Figure 1. Drive-strength map (run 1).
Drawn at 3 px/micron.
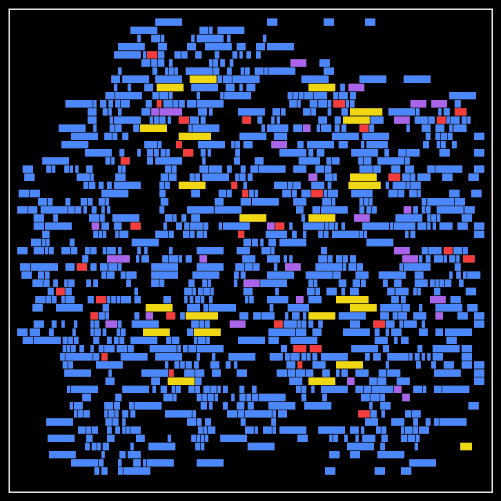
Figure 2. Placement view (run 1).
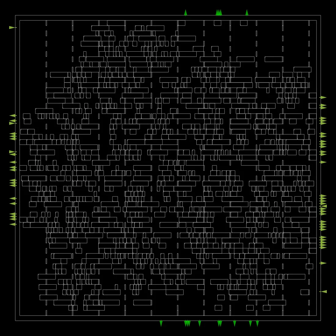
Figure 3. Selected gate families (run 1).
Drawn at 3 px/micron.
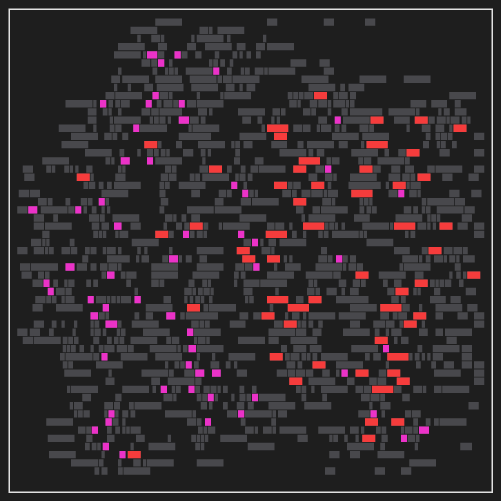
File: src/rtl/taxi_pkg.sv
// Shared types and elaboration-time helpers for the taxi fare engine.
package taxi_pkg;

  // Width of one packed BCD digit.
  localparam int BCD_W = 4;

  // Trip state; the encoding is visible on state_o.
  typedef enum logic [1:0] {
    ST_IDLE    = 2'b00,
    ST_HIRED   = 2'b01,
    ST_WAITING = 2'b10,
    ST_BILLED  = 2'b11
  } trip_state_e;

  // Binary to 8-digit packed BCD, used only on parameters at elaboration.
  function automatic logic [31:0] to_bcd(input int unsigned v);
    logic [31:0] r;
    int unsigned x;
    r = '0;
    x = v;
    for (int i = 0; i < 8; i++) begin
      r[BCD_W*i +: BCD_W] = 4'(x % 10);
      x = x / 10;
    end
    return r;
  endfunction

endpackage

File: src/rtl/taxi_meter_core_if.sv
// Button/switch inputs and display-side outputs of the fare engine.
//
// Signalling: there is no valid/ready pair. go_i and clr_total_i are
// single-cycle strobes (already debounced and edge-detected upstream) and
// each high cycle is one request; wait_i is a level sampled every clock.
// All outputs are registered and always valid.
interface taxi_meter_core_if
  import taxi_pkg::*;
#(
  parameter int DIGITS = 5
);
  logic                          go_i;
  logic                          wait_i;
  logic                          clr_total_i;
  logic [BCD_W*DIGITS-1:0]       fare_bcd;
  logic [BCD_W*(DIGITS+1)-1:0]   total_bcd;
  logic [15:0]                   km_o;
  logic [1:0]                    state_o;
  logic [1:0]                    ovf_o;

  // Master drives the controls (button logic / testbench).
  modport master (
    output go_i, wait_i, clr_total_i,
    input  fare_bcd, total_bcd, km_o, state_o, ovf_o
  );

  // Slave is the fare engine itself.
  modport slave (
    input  go_i, wait_i, clr_total_i,
    output fare_bcd, total_bcd, km_o, state_o, ovf_o
  );
endinterface

File: src/rtl/bcd_add_sat.sv
// N-digit packed BCD adder with an M-digit addend (M <= N).
// A carry out of the top digit clamps the sum to all nines and raises sat_o.
module bcd_add_sat
  import taxi_pkg::*;
#(
  parameter int N = 5,
  parameter int M = 2
) (
  input  logic [BCD_W*N-1:0] a_i,
  input  logic [BCD_W*M-1:0] b_i,
  output logic [BCD_W*N-1:0] sum_o,
  output logic               sat_o
);

  logic [BCD_W*N-1:0] b_wide;
  logic [BCD_W*N-1:0] raw;
  logic [BCD_W:0]     dsum;
  logic               carry;

  // Ripple decimal add, digit by digit, then clamp on final carry.
  always_comb begin
    b_wide = '0;
    b_wide[BCD_W*M-1:0] = b_i;
    raw    = '0;
    carry  = 1'b0;
    dsum   = '0;
    for (int i = 0; i < N; i++) begin
      dsum = {1'b0, a_i[BCD_W*i +: BCD_W]} + {1'b0, b_wide[BCD_W*i +: BCD_W]}
           + {{BCD_W{1'b0}}, carry};
      if (dsum > 5'd9) begin
        // dsum - 10 taken modulo 16
        raw[BCD_W*i +: BCD_W] = dsum[BCD_W-1:0] + 4'd6;
        carry = 1'b1;
      end else begin
        raw[BCD_W*i +: BCD_W] = dsum[BCD_W-1:0];
        carry = 1'b0;
      end
    end
    sat_o = carry;
    sum_o = carry ? {N{4'h9}} : raw;
  end

endmodule

File: src/rtl/taxi_meter_core.sv
// Taxi fare engine: trip FSM, metre/km odometer, tiered per-km pricing,
// per-minute waiting charge, saturating BCD fare and shift total.
module taxi_meter_core
  import taxi_pkg::*;
#(
  parameter int DIGITS    = 5,
  parameter int BASE_FARE = 100,
  parameter int BASE_KM   = 3,
  parameter int TIER_KM   = 10,
  parameter int RATE1     = 24,
  parameter int RATE2     = 36,
  parameter int WAIT_RATE = 5,
  parameter int M_DIV     = 125000,
  parameter int SEC_DIV   = 50000000
) (
  input  logic                CLK,
  input  logic                RST_N,
  taxi_meter_core_if.slave    bus
);

  localparam int FW = BCD_W * DIGITS;
  localparam int TW = BCD_W * (DIGITS + 1);
  localparam int MW = (M_DIV > 1) ? $clog2(M_DIV) : 1;
  localparam int SW = (SEC_DIV > 1) ? $clog2(SEC_DIV) : 1;

  localparam logic [MW-1:0] M_LAST    = MW'(M_DIV - 1);
  localparam logic [SW-1:0] S_LAST    = SW'(SEC_DIV - 1);
  localparam logic [15:0]   BASE_KM16 = 16'(BASE_KM);
  localparam logic [15:0]   TIER_KM16 = 16'(TIER_KM);

  // Tariff constants in BCD, fixed at elaboration.
  localparam logic [FW-1:0] BASE_BCD  = FW'(to_bcd(BASE_FARE));
  localparam logic [7:0]    RATE1_BCD = 8'(to_bcd(RATE1));
  localparam logic [7:0]    RATE2_BCD = 8'(to_bcd(RATE2));
  localparam logic [7:0]    WAIT_BCD  = 8'(to_bcd(WAIT_RATE));

  trip_state_e   state_q, state_d;
  logic [MW-1:0] m_pre_q, m_pre_d;
  logic [9:0]    metre_q, metre_d;
  logic [15:0]   km_q, km_d;
  logic [SW-1:0] s_pre_q, s_pre_d;
  logic [5:0]    sec_q, sec_d;
  logic [FW-1:0] fare_q, fare_d;
  logic [TW-1:0] total_q, total_d;
  logic [1:0]    ovf_q, ovf_d;
  logic          bill_q, bill_d;

  logic          m_wrap, km_evt, km_charge, s_wrap, min_evt;
  logic [15:0]   km_next;
  logic [7:0]    rate_bcd, add_val;
  logic [FW-1:0] fare_sum;
  logic          fare_sat;
  logic [TW-1:0] total_sum;
  logic          total_sat;

  // Travel and waiting tick events, plus the single fare addend they select.
  always_comb begin
    m_wrap    = (state_q == ST_HIRED) && (m_pre_q == M_LAST);
    km_evt    = m_wrap && (metre_q == 10'd999);
    km_next   = (km_q == 16'hFFFF) ? km_q : km_q + 16'd1;
    // Once km_o is pinned at its maximum, every further km bills at RATE2.
    km_charge = km_evt && ((km_q == 16'hFFFF) || (km_next > BASE_KM16));
    rate_bcd  = ((km_q == 16'hFFFF) || (km_next > TIER_KM16)) ? RATE2_BCD : RATE1_BCD;
    s_wrap    = (state_q == ST_WAITING) && (s_pre_q == S_LAST);
    min_evt   = s_wrap && (sec_q == 6'd59);
    add_val   = min_evt ? WAIT_BCD : rate_bcd;
  end

  bcd_add_sat #(.N(DIGITS), .M(2)) u_fare_add (
    .a_i   (fare_q),
    .b_i   (add_val),
    .sum_o (fare_sum),
    .sat_o (fare_sat)
  );

  bcd_add_sat #(.N(DIGITS + 1), .M(DIGITS)) u_total_add (
    .a_i   (total_q),
    .b_i   (fare_q),
    .sum_o (total_sum),
    .sat_o (total_sat)
  );

  // Next-state logic: shift total, then the trip FSM with its counters.
  always_comb begin
    state_d = state_q;
    m_pre_d = m_pre_q;
    metre_d = metre_q;
    km_d    = km_q;
    s_pre_d = s_pre_q;
    sec_d   = sec_q;
    fare_d  = fare_q;
    total_d = total_q;
    ovf_d   = ovf_q;
    bill_d  = 1'b0;

    // The billed fare lands in the total one edge after go_i ends the trip.
    if (bus.clr_total_i) begin
      total_d  = bill_q ? TW'(fare_q) : '0;
      ovf_d[1] = 1'b0;
    end else if (bill_q) begin
      total_d = total_sum;
      if (total_sat) ovf_d[1] = 1'b1;
    end

    case (state_q)
      ST_IDLE, ST_BILLED: begin
        if (bus.go_i) begin
          state_d  = ST_HIRED;
          fare_d   = BASE_BCD;
          m_pre_d  = '0;
          metre_d  = '0;
          km_d     = '0;
          s_pre_d  = '0;
          sec_d    = '0;
          ovf_d[0] = 1'b0;
        end
      end
      ST_HIRED: begin
        // go_i wins: any charge due this cycle is dropped.
        if (bus.go_i) begin
          state_d = ST_BILLED;
          bill_d  = 1'b1;
        end else begin
          m_pre_d = m_wrap ? '0 : m_pre_q + 1'b1;
          if (m_wrap) metre_d = (metre_q == 10'd999) ? '0 : metre_q + 10'd1;
          if (km_evt) km_d = km_next;
          if (km_charge) begin
            fare_d = fare_sum;
            if (fare_sat) ovf_d[0] = 1'b1;
          end
          if (bus.wait_i) state_d = ST_WAITING;
        end
      end
      ST_WAITING: begin
        // Metre prescaler holds; seconds accumulate across waiting spells.
        if (bus.go_i) begin
          state_d = ST_BILLED;
          bill_d  = 1'b1;
        end else begin
          s_pre_d = s_wrap ? '0 : s_pre_q + 1'b1;
          if (s_wrap) sec_d = (sec_q == 6'd59) ? '0 : sec_q + 6'd1;
          if (min_evt) begin
            fare_d = fare_sum;
            if (fare_sat) ovf_d[0] = 1'b1;
          end
          if (!bus.wait_i) state_d = ST_HIRED;
        end
      end
      default: state_d = ST_IDLE;
    endcase
  end

  // State and datapath registers, cleared asynchronously.
  always_ff @(posedge CLK or negedge RST_N) begin
    if (!RST_N) begin
      state_q <= ST_IDLE;
      m_pre_q <= '0;
      metre_q <= '0;
      km_q    <= '0;
      s_pre_q <= '0;
      sec_q   <= '0;
      fare_q  <= '0;
      total_q <= '0;
      ovf_q   <= '0;
      bill_q  <= 1'b0;
    end else begin
      state_q <= state_d;
      m_pre_q <= m_pre_d;
      metre_q <= metre_d;
      km_q    <= km_d;
      s_pre_q <= s_pre_d;
      sec_q   <= sec_d;
      fare_q  <= fare_d;
      total_q <= total_d;
      ovf_q   <= ovf_d;
      bill_q  <= bill_d;
    end
  end

  assign bus.fare_bcd  = fare_q;
  assign bus.total_bcd = total_q;
  assign bus.km_o      = km_q;
  assign bus.state_o   = state_q;
  assign bus.ovf_o     = ovf_q;

endmodule
File: src/flat_wrapper.sv
// flat-port wrapper written by rule: the top's interface ports become plain ports
module taxi_meter_core_flat import taxi_pkg::*;
#(
  parameter int DIGITS    = 5,
  parameter int BASE_FARE = 100,
  parameter int BASE_KM   = 3,
  parameter int TIER_KM   = 10,
  parameter int RATE1     = 24,
  parameter int RATE2     = 36,
  parameter int WAIT_RATE = 5,
  parameter int M_DIV     = 125000,
  parameter int SEC_DIV   = 50000000
)
  (CLK, RST_N, bus_go_i, bus_wait_i, bus_clr_total_i, bus_fare_bcd, bus_total_bcd, bus_km_o, bus_state_o, bus_ovf_o);
  taxi_meter_core_if #(.DIGITS(DIGITS)) bus_i ();
  input  logic CLK;
  input  logic RST_N;
  input wire logic [$bits(bus_i.go_i)-1:0] bus_go_i;
  input wire logic [$bits(bus_i.wait_i)-1:0] bus_wait_i;
  input wire logic [$bits(bus_i.clr_total_i)-1:0] bus_clr_total_i;
  output wire logic [$bits(bus_i.fare_bcd)-1:0] bus_fare_bcd;
  output wire logic [$bits(bus_i.total_bcd)-1:0] bus_total_bcd;
  output wire logic [$bits(bus_i.km_o)-1:0] bus_km_o;
  output wire logic [$bits(bus_i.state_o)-1:0] bus_state_o;
  output wire logic [$bits(bus_i.ovf_o)-1:0] bus_ovf_o;
  assign bus_i.go_i = bus_go_i;
  assign bus_i.wait_i = bus_wait_i;
  assign bus_i.clr_total_i = bus_clr_total_i;
  assign bus_fare_bcd = bus_i.fare_bcd;
  assign bus_total_bcd = bus_i.total_bcd;
  assign bus_km_o = bus_i.km_o;
  assign bus_state_o = bus_i.state_o;
  assign bus_ovf_o = bus_i.ovf_o;
  taxi_meter_core #(.DIGITS(DIGITS), .BASE_FARE(BASE_FARE), .BASE_KM(BASE_KM), .TIER_KM(TIER_KM), .RATE1(RATE1), .RATE2(RATE2), .WAIT_RATE(WAIT_RATE), .M_DIV(M_DIV), .SEC_DIV(SEC_DIV)) u_core (.CLK(CLK), .RST_N(RST_N), .bus(bus_i));
endmodule
File: config.mk
export PLATFORM = sky130hd
export DESIGN_NAME = taxi_meter_core_flat
export DESIGN_NICKNAME = d
export VERILOG_FILES = /design/src/rtl/taxi_pkg.sv /design/src/rtl/taxi_meter_core_if.sv /design/src/rtl/bcd_add_sat.sv /design/src/rtl/taxi_meter_core.sv /design/src/flat_wrapper.sv
export SDC_FILE = /design/constraint.sdc
export NUM_CORES = 1
export LEC_CHECK = 0
export CORE_MARGIN = 2
export CORE_UTILIZATION = 35
export DETAILED_ROUTE_END_ITERATION = 6
export HOLD_SLACK_MARGIN = 0.1
export MAX_ROUTING_LAYER = met4
export PLACE_DENSITY = 0.51
export SYNTH_ARGS = -nofsm -noshare
export SYNTH_HDL_FRONTEND = slang
export SYNTH_SLANG_ARGS = --single-unit
File: constraint.sdc
create_clock -name CLK -period 11.73 [get_ports CLK]
set_clock_uncertainty 0.1 [all_clocks]
set_input_delay 1.7595 -clock CLK [delete_from_list [all_inputs] [get_ports CLK]]
set_output_delay 1.7595 -clock CLK [all_outputs]
set_load 0.01 [all_outputs]
==> out/metrics.cfg, run 1 <==
[status]
status = complete, no violations

[power_and_ir_drop]
finalPower_mw = 1.995
vdd_drop_max_mv = 0.09939
p_comb_mw = 0.870
p_clk_share_pct = 28.9
leakagePower_nw = 4.346
power-top-group = combinational logic
powerSeq_mw = 0.549

[global_routing]
use_met3_pct = 3.280
grt_max_degree = 77

[floorplanning]
chipArea_sq_um = 25750
ios = 69

[placed_design]
place_area_sq_um = 9535
port_buffers = 68
dp_slack_ns = 0.7896

[worst_hold_path]
min-delay-start = u_core.m_pre_q[16]

[synth]
yosysMostFrequentCell = dfrtp_1
ys.flops = 124
syn_nets = 1027
edf_count = 0
syn_area_sq_um = 8568
yosysCellCount = 966
common_cells = dfrtp_1 (124), nor2_1 (84), nand2_1 (78), o21ai_0 (77), a21oi_1 (55)
yosysSeqAreaShare_pct = 36.21

[critical_path]
rr_worst_depth = 41
cp-start-kind = flip-flop

[final_timing]
rsz0062_at_grt = no

[clocking]
clk_latency_ns = 0.43
cts_root_buf = clkbuf_16
post_cts_buffers = 0
cts_buffers = 17

[finish]
diodes = 0
clockNetworkAreaShare_pct = 6.188
nNonClkInverters = 53
regArea_sq_um = 3103
nonClkBufAreaFrac_pct = 7.370
largest_register = u_core.s_pre_q

[routing]
dr.pass1.iters = 4

[flow_run]
drv_cap = 0
tool_warnings = 36

Notes on Figure 1 above:
- blue: drive 1 or less (cells 950)
- purple: drive 3 to 4 (cells 29)
- red: drive 2 (cells 33)
- yellow: drive 6 and up (cells 23)

Notes on Figure 2 above:
Core Region: 24180 sq um
Seq/total area: 30.51%
Rows: 57
Finished Layout Cells: 1359

Notes on Figure 3 above:
- red: adder and majority cells (cells 56)
- magenta: AND and OR gates (cells 59)

==> run 2, diff against run 1 <==
CTS_CLUSTER_DIAMETER = 40   (was unset)
Figure 4. Selected gate families (run 2).
Drawn at 3 px/micron.
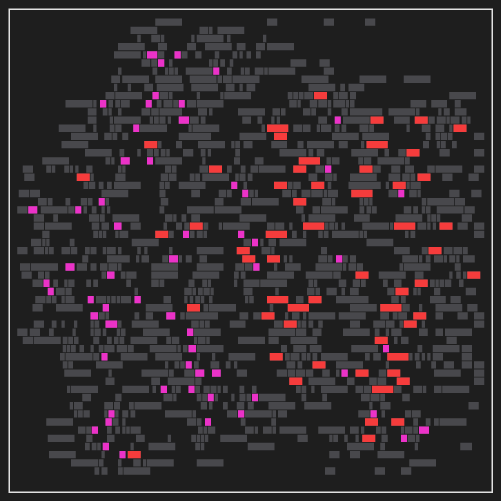
- red: adder and majority cells (cells 56)
- magenta: AND and OR gates (cells 59)

==> out/metrics.cfg, run 2 <==
[final_timing]
tightest_slew_ns = 0.9496
relSlewSlack_pct = 36.69
finalClockPeriodUsage_pct = 91.60
layout_min_cycle_time_ns = 10.74
rsz0062_at_grt = no

[power_and_ir_drop]
power-top-group = combinational logic
p_comb_mw = 0.870
powerSeq_mw = 0.549
finalPower_mw = 1.995
vdd_drop_max_mv = 0.09939
p_clk_share_pct = 28.9
leakagePower_nw = 4.346

[synth]
common_cells = dfrtp_1 (124), nor2_1 (84), nand2_1 (78), o21ai_0 (77), a21oi_1 (55)
syn_nets = 1027
edf_count = 0
yosysMostFrequentCell = dfrtp_1
syn_area_sq_um = 8568
yosysSeqAreaShare_pct = 36.21
synth-simple-area-share_pct = 21.92
ys.flops = 124
yosysCellCount = 966

[finish]
largest_register = u_core.s_pre_q
sh_seq_area_pct = 30.51
comb_share_pct = 49.99
finalNonFillerCells = 1359
nNonClkInverters = 53
regArea_sq_um = 3103
diodes = 0
nonClkBufAreaFrac_pct = 7.370
clockNetworkAreaShare_pct = 6.188

[status]
status = complete, no violations

[critical_path]
slowest_delay_ns = 0.49
cp-start-kind = flip-flop
rr_worst_depth = 41

[floorplanning]
core_area_sq_um = 24180
chipArea_sq_um = 25750
ios = 69
row_count = 57

[placed_design]
dp_slack_ns = 0.7896
place_area_sq_um = 9535
port_buffers = 68

[clocking]
cts_buffers = 17
clk_latency_ns = 0.43
post_cts_buffers = 0
cts_root_buf = clkbuf_16
clock_sinks = 124

[flow_run]
tool_warnings = 36
drv_cap = 0

[global_routing]
use_met3_pct = 3.280
grt_max_degree = 77

[routing]
dr.pass1.iters = 4

[worst_hold_path]
min-delay-start = u_core.m_pre_q[16]
hold_depth = 1

==> run 3, diff against run 2 <==
CORE_MARGIN = unset   (was 2)
Figure 5. Pin placement (run 3).
Drawn at 3 px/micron. Pins as bars across the die edge, other pins in gray.
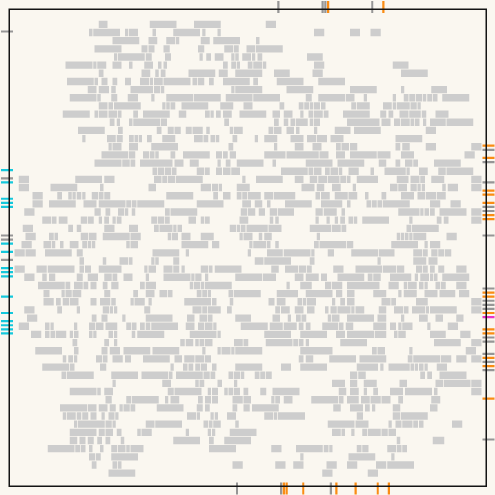
- orange: bus_total_bcd (pins 24; direction output; edge 15 right, 7 bottom, 2 top)
- magenta: bus_clr_total_i (pins 1; direction input; edge right)
- cyan: bus_km_o (pins 16; direction output; edge left)
- all pins by edge: 32 right, 21 left, 10 bottom, 6 top

==> out/metrics.cfg, run 3 <==
[global_routing]
use_met3_pct = 3.130
grt_max_degree = 74

[synth]
syn_nets = 1027
synth_top_area_share_pct = 36.21
synth-simple-area-share_pct = 21.92
yosysMostFrequentCell = dfrtp_1
syn_area_sq_um = 8568
fa_ha_area_share_pct = 9.229
yosysCellCount = 966
common_cells = dfrtp_1 (124), nor2_1 (84), nand2_1 (78), o21ai_0 (77), a21oi_1 (55)

[power_and_ir_drop]
powerSeq_mw = 0.567
leakagePower_nw = 4.337
vdd_drop_max_mv = 0.08870
power-top-group = combinational logic
finalPower_mw = 2.007
p_comb_mw = 0.853
p_clk_share_pct = 29.3

[floorplanning]
ios = 69
core_area_sq_um = 23750
initial_core_util_pct = 36.07
row_count = 56
chipArea_sq_um = 25110

[finish]
diodes = 0
nNonClkInverters = 53
comb_share_pct = 50.06
finalNonFillerCells = 1350
ff_count = 124
utilization_pct = 42.75
areaGrowthSynthToFinish_pct = 18.52
clockNetworkAreaShare_pct = 6.333
largest_register = u_core.s_pre_q
nonClkBufAreaFrac_pct = 7.159
sh_seq_area_pct = 30.56
nClkBuffers = 17

[clocking]
clk_latency_ns = 0.43
cts_buffers = 17
cts_root_buf = clkbuf_16
post_cts_buffers = 0

[final_timing]
relSlewSlack_pct = 23.30
slew_viol_final = 0
finalClockPeriodUsage_pct = 90.37
layout_min_cycle_time_ns = 10.60
rsz0062_at_grt = no
report.final.hold_viol_count = 0
tightest_slew_ns = 1.150

[critical_path]
cp-start-kind = flip-flop
r2r-start = u_core.bus.fare_bcd[1]
slowest_delay_ns = 0.56
rrSetupSlack_ns = 1.13
rr_worst_depth = 39
worstPathRequired_ns = 11.95

[flow_run]
drv_cap = 0
tool_warnings = 36

[routing]
dr.pass1.iters = 4

[status]
status = complete, no violations

[placed_design]
port_buffers = 68

[worst_hold_path]
min-delay-start = u_core.bus.ovf_o[1]
hold_depth = 2

Power is estimated from default activity; no workload was simulated.
